==> config.mk <==
export PLATFORM = sky130hd
export DESIGN_NAME = sram_array_mw_ext
export DESIGN_NICKNAME = d
export VERILOG_FILES = /design/src/rtl/sram_array_pkg.sv /design/src/rtl/sram_array_init_ctrl.sv /design/src/rtl/sram_array_mw_ext.sv
export SDC_FILE = /design/constraint.sdc
export NUM_CORES = 1
export LEC_CHECK = 0
export ABC_AREA = 1
export CAP_MARGIN = 20
export CORE_UTILIZATION = 25
export DETAILED_ROUTE_END_ITERATION = 12
export HOLD_SLACK_MARGIN = 0.15
export PLACE_DENSITY = 0.36
export SETUP_SLACK_MARGIN = 0.4
export SLEW_MARGIN = 20
export SYNTH_ARGS = -nofsm -noshare
export SYNTH_HDL_FRONTEND = slang
export SYNTH_SLANG_ARGS = --single-unit
==> constraint.sdc <==
create_clock -name RW0_clk -period 7.4 [get_ports RW0_clk]
set_input_delay 2.22 -clock RW0_clk [delete_from_list [all_inputs] [get_ports RW0_clk]]
set_output_delay 2.22 -clock RW0_clk [all_outputs]
set_load 0.02 [all_outputs]
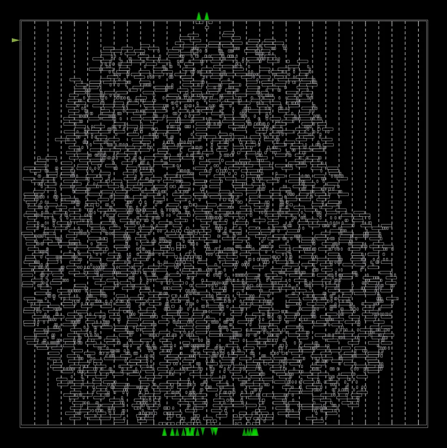
Figure 1: run 1, placed standard cells.
Post-Layout Cell Count: 6851
core area: 0.178 sq mm
flip-flops: 1042
flop share of the area: 60.1%

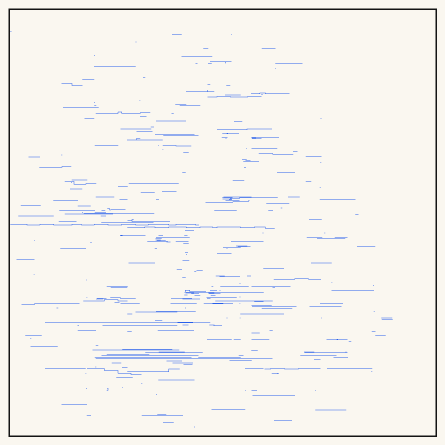
Figure 2: run 1, the metal 3 layer.
(1 px per um)
wire length on this layer	5670 um
longest straight run	177 um
nets with wire on the layer	132
drt total wl: 149 mm
DR vias: 29900
routing usage on met3: 2.39%

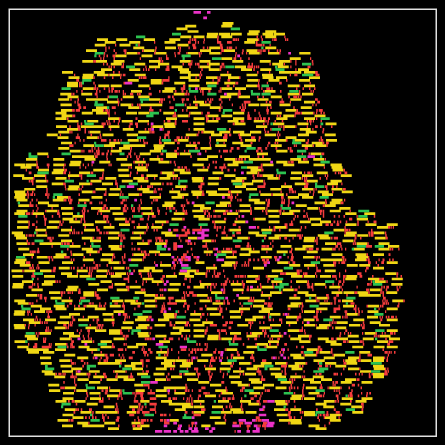
Figure 3: run 1, placed cells, one colour a class.
(1 px per um)
class	colour	cells
clock drivers and dummy loads	green	230
flops	yellow	1042
combinational and other logic	red	3095
other buffers and delay cells	magenta	128
Row Count: 155
Layout Utilization: 29.1%
post-route design area: 0.0520 sq mm

==> reports/results.tsv, run 1 <==
stage	metric	value	unit
route	remaining_drc_errors	0	
cts	cts_setup_buffers	0	
cts	cts-buffers-inserted	130	
route	firstDrtPassIters	5	
worst_setup_path	reg2reg_slack	2.46	ns
global_route	grt_max_degree	170	
final_layout	largest_reg_flops	1024	
yosys	ys_types	33	
worst_setup_path	crit_path_start_kind	input port	
floorplanning	chipArea	0.181	sq mm
place	numPortBuffers	29	
global_route	antenna_found_initial	2	
sta	hold_slack	0.488	ns
global_route	grt_pass1_wl	217	mm
final_layout	drive_gt1_share	7.19	%
hold_path	hold_class	flip-flop to flip-flop	
yosys	fp_nets	4398	
final_layout	final_nets	4419	
power	powerDensity	240	mW/mm^2
yosys	ys_ff	1042	
yosys	syn_area	0.0448	sq mm
cts	clkLatencyLatePin	0.77	ns
sta	hold_violations	0	
yosys	yosys-stat-area	0.0448	sq mm
final_layout	fill_cells	18400	
place	gp_congestion	0.776	
route	wl_per_cell	21.8	um
yosys	synth_cells	4376	
final_layout	logic_area	0.0122	sq mm
final_layout	area_growth	15.9	%
sta	setup_tns	0	ns
final_layout	regArea	0.0312	sq mm
worst_setup_path	required	8.04	ns
cts	clkTransAtPathRegs	0.06	ns
sta	setup_ws	2.37	ns
floorplanning	ios	30	
global_route	track_usage	16.5	%
floorplanning	die-width	425	um
sta	finalClockPeriodUsage	68.0	%
route	viasPerCell	4.37	
global_route	grt-ovfl-total	0	
route	antenna_left	0	
route	drtIter0Drc	2150	
cts	clock-sinks	1042	
sta	slew_headroom	28.3	%
floorplanning	initial_core_util	25.1	%
sta	slew_violations	0	
cts	cts_htree_levels	4	
power	power.leakage	19.6	nW
yosys	synth_area_per_cell	10.2	sq um
yosys	yosysCellCount	4376	
cts	cts.path.max_buffers	3	
yosys	yosys_warnings	0	
power	vdd_drop_max	0.158	mV
worst_setup_path	crit_fanout	58	
sta	fin_crit	5.03	ns
floorplanning	die.size.y	425	um
cts	cts_tree	built	
cts	cts_hold_buf	0	
global_route	first_global_vias	30000	
cts	cts_root_buf	clkbuf_16	
worst_setup_path	arrival	5.67	ns
final_layout	final_cell_mix	nand2_1 (2382), edfxtp_1 (1024), nand3_1 (260), nor2_1 (181), clkbuf_16 (134)	
yosys	postSynthSeqShare	69.6	%
place	post-place-ws	1.62	ns
worst_setup_path	critPathKind	input port to flip-flop	
flow_run	warning_count	61	
cts	post_cts_resized	0	
sta	worstMarginPinSlew	1.07	ns
worst_setup_path	r2r_cells	11	
worst_setup_path	cp-end-kind	flip-flop	
place	hpwl	82.7	mm
outcome	status	finished, final reports clean	
hold_path	whs_path_depth	1	
sta	setup-violations-final	0	
sta	max_freq	199	MHz
final_layout	lay_top_count	nand2_1	
run 1: stage by stage:
step	cells	cell area (sq um)	utilization [%]	power (W)
finish	6851	52000	29.1	0.0125
global route	6850	51900	29.1	0.0128
global placement	6620	48000	26.9	0.00652
floorplan	4376	44800	-	0.00651
detailed placement	6620	48000	26.9	0.00652
CTS	6850	51900	29.1	0.0126
run 1: cell families after synthesis:
kind of cell	after synthesis	share of synthesized area (%)
compound gates	103	1.30
fa+ha+maj	2	0.0558
simple gates	2895	25.3
buf+inv	329	3.65
flops	1042	69.6
xor+xnor	5	0.0977
run 1: layout make-up:
cell class	count	share of cell area [%]
Clock inverter	53	0.816
Sequential cell	1042	60.1
Tap cell	2355	5.67
Timing Repair Buffer	128	2.52
Antenna cell	1	0.00482
Clock buffer	177	6.82
Inverter	90	0.674
Multi-Input combinational cell	3005	23.4
run 1: worst max-delay path, stage by stage:
cell and delay [ns]:
clkdlybuf4s50_1 0.40, inv_1 0.14, nand2_8 0.27, nand2_8 0.31, clkinv_8 0.28, buf_12 0.33, nand2_1 0.10, nand2_1 0.06
nand2_1 0.06, nand2_1 0.17, nand2_1 0.11, nand2_1 0.08, nand2_1 0.07, nand2_1 0.05, o21ai_1 0.34, nand3_1 0.27
nor2_1 0.15, nor2_1 0.06
run 1: synthesized netlist by cell type (all sizes together):
cell type | instances | area (sq um)
ha | 2 | 25.0
or2 | 23 | 144
inv | 90 | 340
buf | 194 | 1130
o211ai | 14 | 105
nand4 | 9 | 56.3
nor4 | 1 | 6.26
o21ai | 64 | 343
dfrtp | 18 | 450
nand3 | 269 | 1350
edfxtp | 1024 | 30700
a21oi | 22 | 110
clkbuf | 45 | 169
xor2 | 5 | 43.8
nor2 | 198 | 756
o21a | 2 | 15.0
nor3 | 7 | 35.0
nand2 | 2388 | 8980
o31ai | 1 | 7.51
run 1: per-layer routing:
| layer | share of wire (%) | up-vias | GRT usage (%) |
|---|---|---|---|
| li1 | - | 14500 | - |
| met3 | 3.8 | 174 | 2.39 |
| met5 | 0 | - | 0 |
| met2 | 47 | 513 | 27.0 |
| met1 | 47 | 14800 | 22.5 |
| met4 | 2.2 | 0 | 4.68 |
run 1: power by group:
part	total [W]	internal (W)	switching [W]
Sequential	0.00638	0.00638	0
Combinational	0.0000171	0.00000965	0.00000740
Clock	0.00605	0.00350	0.00256
Total	0.0125	0.00989	0.00256
Figure 4. Wiring by layer (run 1).
(1 px per um) Two of the layers only.
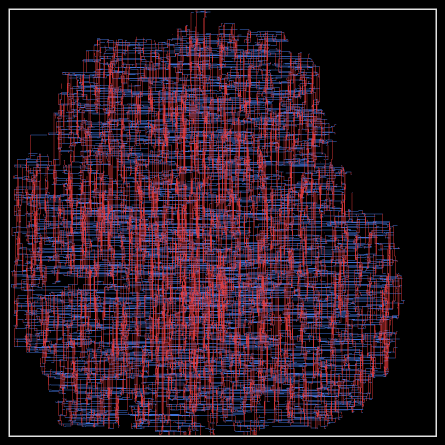

==> run 2, diff against run 1 <==
Clock period 7.4 ns to 5.25 ns, I/O delays scaled along.
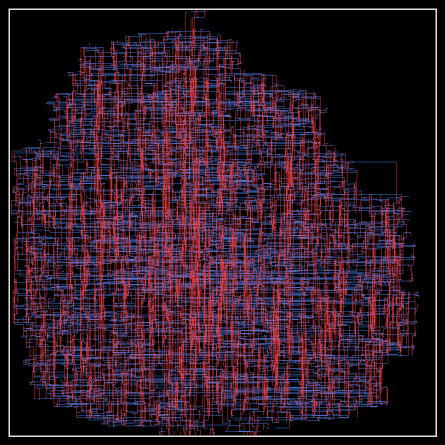
Figure 5: run 2, wiring by layer.
(1 px per um) Two of the layers only.
layer	colour	wire length
metal 1	blue	69.2 mm
metal 2	red	71.2 mm
drt total wl: 148 mm
DR vias: 30200
overall routing resource usage: 16.4%
routed len/inst: 21.2 um

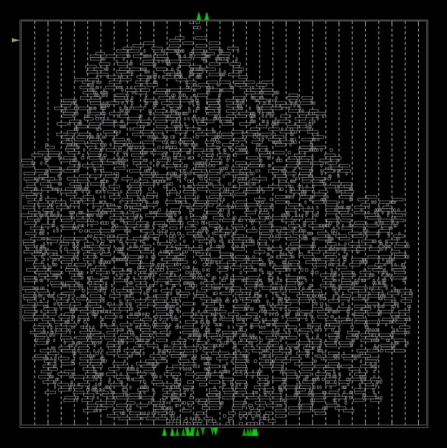
Figure 6: run 2, placed standard cells.
flop share of the area: 58.7%
Fillers: 18500
Tapcells: 2355
Layout Utilization: 29.8%

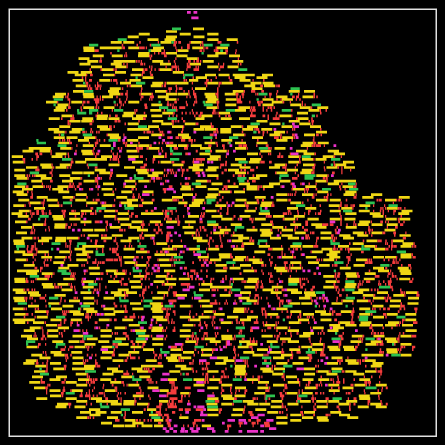
Figure 7: run 2, placed cells, one colour a class.
(1 px per um)
class	colour	cells
clock drivers and dummy loads	green	228
other buffers and delay cells	magenta	262
flops	yellow	1042
combinational and other logic	red	3095
post-route design area: 0.0531 sq mm

==> run 2 against run 1 <==
  * Clock-buffer cell count down 10
  * Die size did not move
  * Largest cell class unchanged
  * Critical path depth shrank 5
  * Synthesized cell count is the same
  * Sequential share of layout area fell by 1.3 points
  * Sequential power rose by 41%
  * Clock skew fell by 0.0030 ns
==> reports/results.tsv, run 2 <==
stage	metric	value	unit	change
sta	slew_headroom	29.7	%	+1.4 points
place	hpwl	86.1	mm	+4.2%
outcome	status	finished, final reports clean		
sta	setup_tns	0	ns	unchanged
yosys	ys_sh_aoi	1.30	%	unchanged
cts	cts_root_buf	clkbuf_16		
hold_path	whs_path_depth	1		unchanged
cts	cts_htree_levels	4		unchanged
yosys	netlist_top_cells_area	edfxtp_1 (69%), nand2_1 (20%), nand3_1 (3.0%)		
route	remaining_drc_errors	0		unchanged
yosys	synth_cells	4376		unchanged
route	viasPerCell	4.33		-0.95%
floorplanning	ios	30		unchanged
place	gp_congestion	0.761		-1.9%
cts	clkTransAtPathRegs	0.06	ns	about the same
yosys	logic_family	simple AND/OR/NAND/NOR gates		
worst_setup_path	slowest_stage	o21ai_0		
yosys	fp_nets	4398		unchanged
worst_setup_path	cp-end-kind	flip-flop		
yosys	synthTopCellsByCount	nand2_1 (2382), edfxtp_1 (1024), nand3_1 (268)		
worst_setup_path	required	5.69	ns	-2.35 ns
floorplanning	die-width	425	um	unchanged
yosys	postSynthSeqShare	69.6	%	unchanged
cts	cts_hold_buf	0		unchanged
sta	fin_crit	4.28	ns	
worst_setup_path	arrival	4.72	ns	-0.95 ns
cts	post_cts_resized	0		unchanged
power	power.leakage	20.4	nW	+4.1%
final_layout	lay_top_count	nand2_1		
power	vdd_drop_max	0.324	mV	+100%
yosys	synthSimpleGateAreaFrac	25.3	%	unchanged
flow_run	warning_count	53		-13%
route	antenna_left	0		unchanged
floorplanning	die.size.y	425	um	unchanged
global_route	grt_max_degree	129		-24%
final_layout	final_nets	4553		+3.0%
cts	cts-buffers-inserted	130		unchanged
global_route	grt_pass1_wl	218	mm	+0.42%
worst_setup_path	critPathKind	flip-flop to flip-flop		
yosys	synth_top_flop_cell	edfxtp_1		
sta	worstMarginPinSlew	1.05	ns	-0.0188 ns
cts	cts.path.max_buffers	3		unchanged
route	drtIter0Drc	2059		-4.2%
yosys	syn_area	0.0448	sq mm	unchanged
place	numPortBuffers	29		unchanged
worst_setup_path	crit_cells	13		-5
worst_setup_path	reg2reg_slack	0.97	ns	-1.49 ns
final_layout	area_growth	18.6	%	
cts	clkLatencyLatePin	0.76	ns	about the same
global_route	antenna_found_initial	1		-1
floorplanning	chipArea	0.181	sq mm	unchanged
worst_setup_path	crit_fanout	16		-72%
yosys	ys_ff	1042		unchanged
route	firstDrtPassIters	7		+2
final_layout	drive_gt1_share	10.0	%	+2.8 points
hold_path	hold_class	flip-flop to flip-flop		
final_layout	final_cell_mix	nand2_1 (2382), edfxtp_1 (1024), nand3_1 (260), buf_4 (199), nor2_1 (183)		
yosys	synth_top_area_share	68.6	%	unchanged
worst_setup_path	cp_top_family	buffers and inverters		
-- run 2: kinds of logic after synthesis --
group | Yosys count
adders and majority gates | 2
buffers and inverters | 329
and+or+nand+nor | 2895
AOI/OAI and AO/OA | 103
DFF | 1042
xor gates and xnor gates | 5
-- run 2: layout make-up --
class	count	area [sq um]
Inverter	90	350
Timing Repair Buffer	262	2460
Clock inverter	61	440
Clock buffer	167	3560
Sequential cell	1042	31200
Tap cell	2355	2950
Antenna cell	1	2.50
Fill cell	18500	125000
Multi-Input combinational cell	3005	12200
-- run 2: where the power goes --
part           switching (W)  internal (W)
clock network        0.00362       0.00494
logic              0.0000103     0.0000131
registers                  0       0.00900
-- run 2: stage by stage --
step,cells,total power (W),cell area (sq um),setup slack [ns],util (%)
2_1_floorplan,4376,0.00917,44800,-0.103,-
3_3_place_gp,6754,0.00919,49100,0.437,27.6
3_5_place_dp,6754,0.00919,49100,0.411,27.6
4_1_cts,6982,0.0178,53100,0.814,29.8
5_1_grt,6982,0.0181,53100,0.580,29.8
6_report,6983,0.0176,53100,0.966,29.8
-- run 2: layer usage --
metal | track usage [%] | vias up | wire length [um]
met4 | 4.51 | 0 | 3240
met5 | 0 | - | 0
met1 | 22.3 | 14800 | 69200
met2 | 27.4 | 468 | 71200
li1 | - | 14700 | -
met3 | 2.12 | 192 | 4580
Power figures rest on the tool's default switching activity, not on a simulated workload.
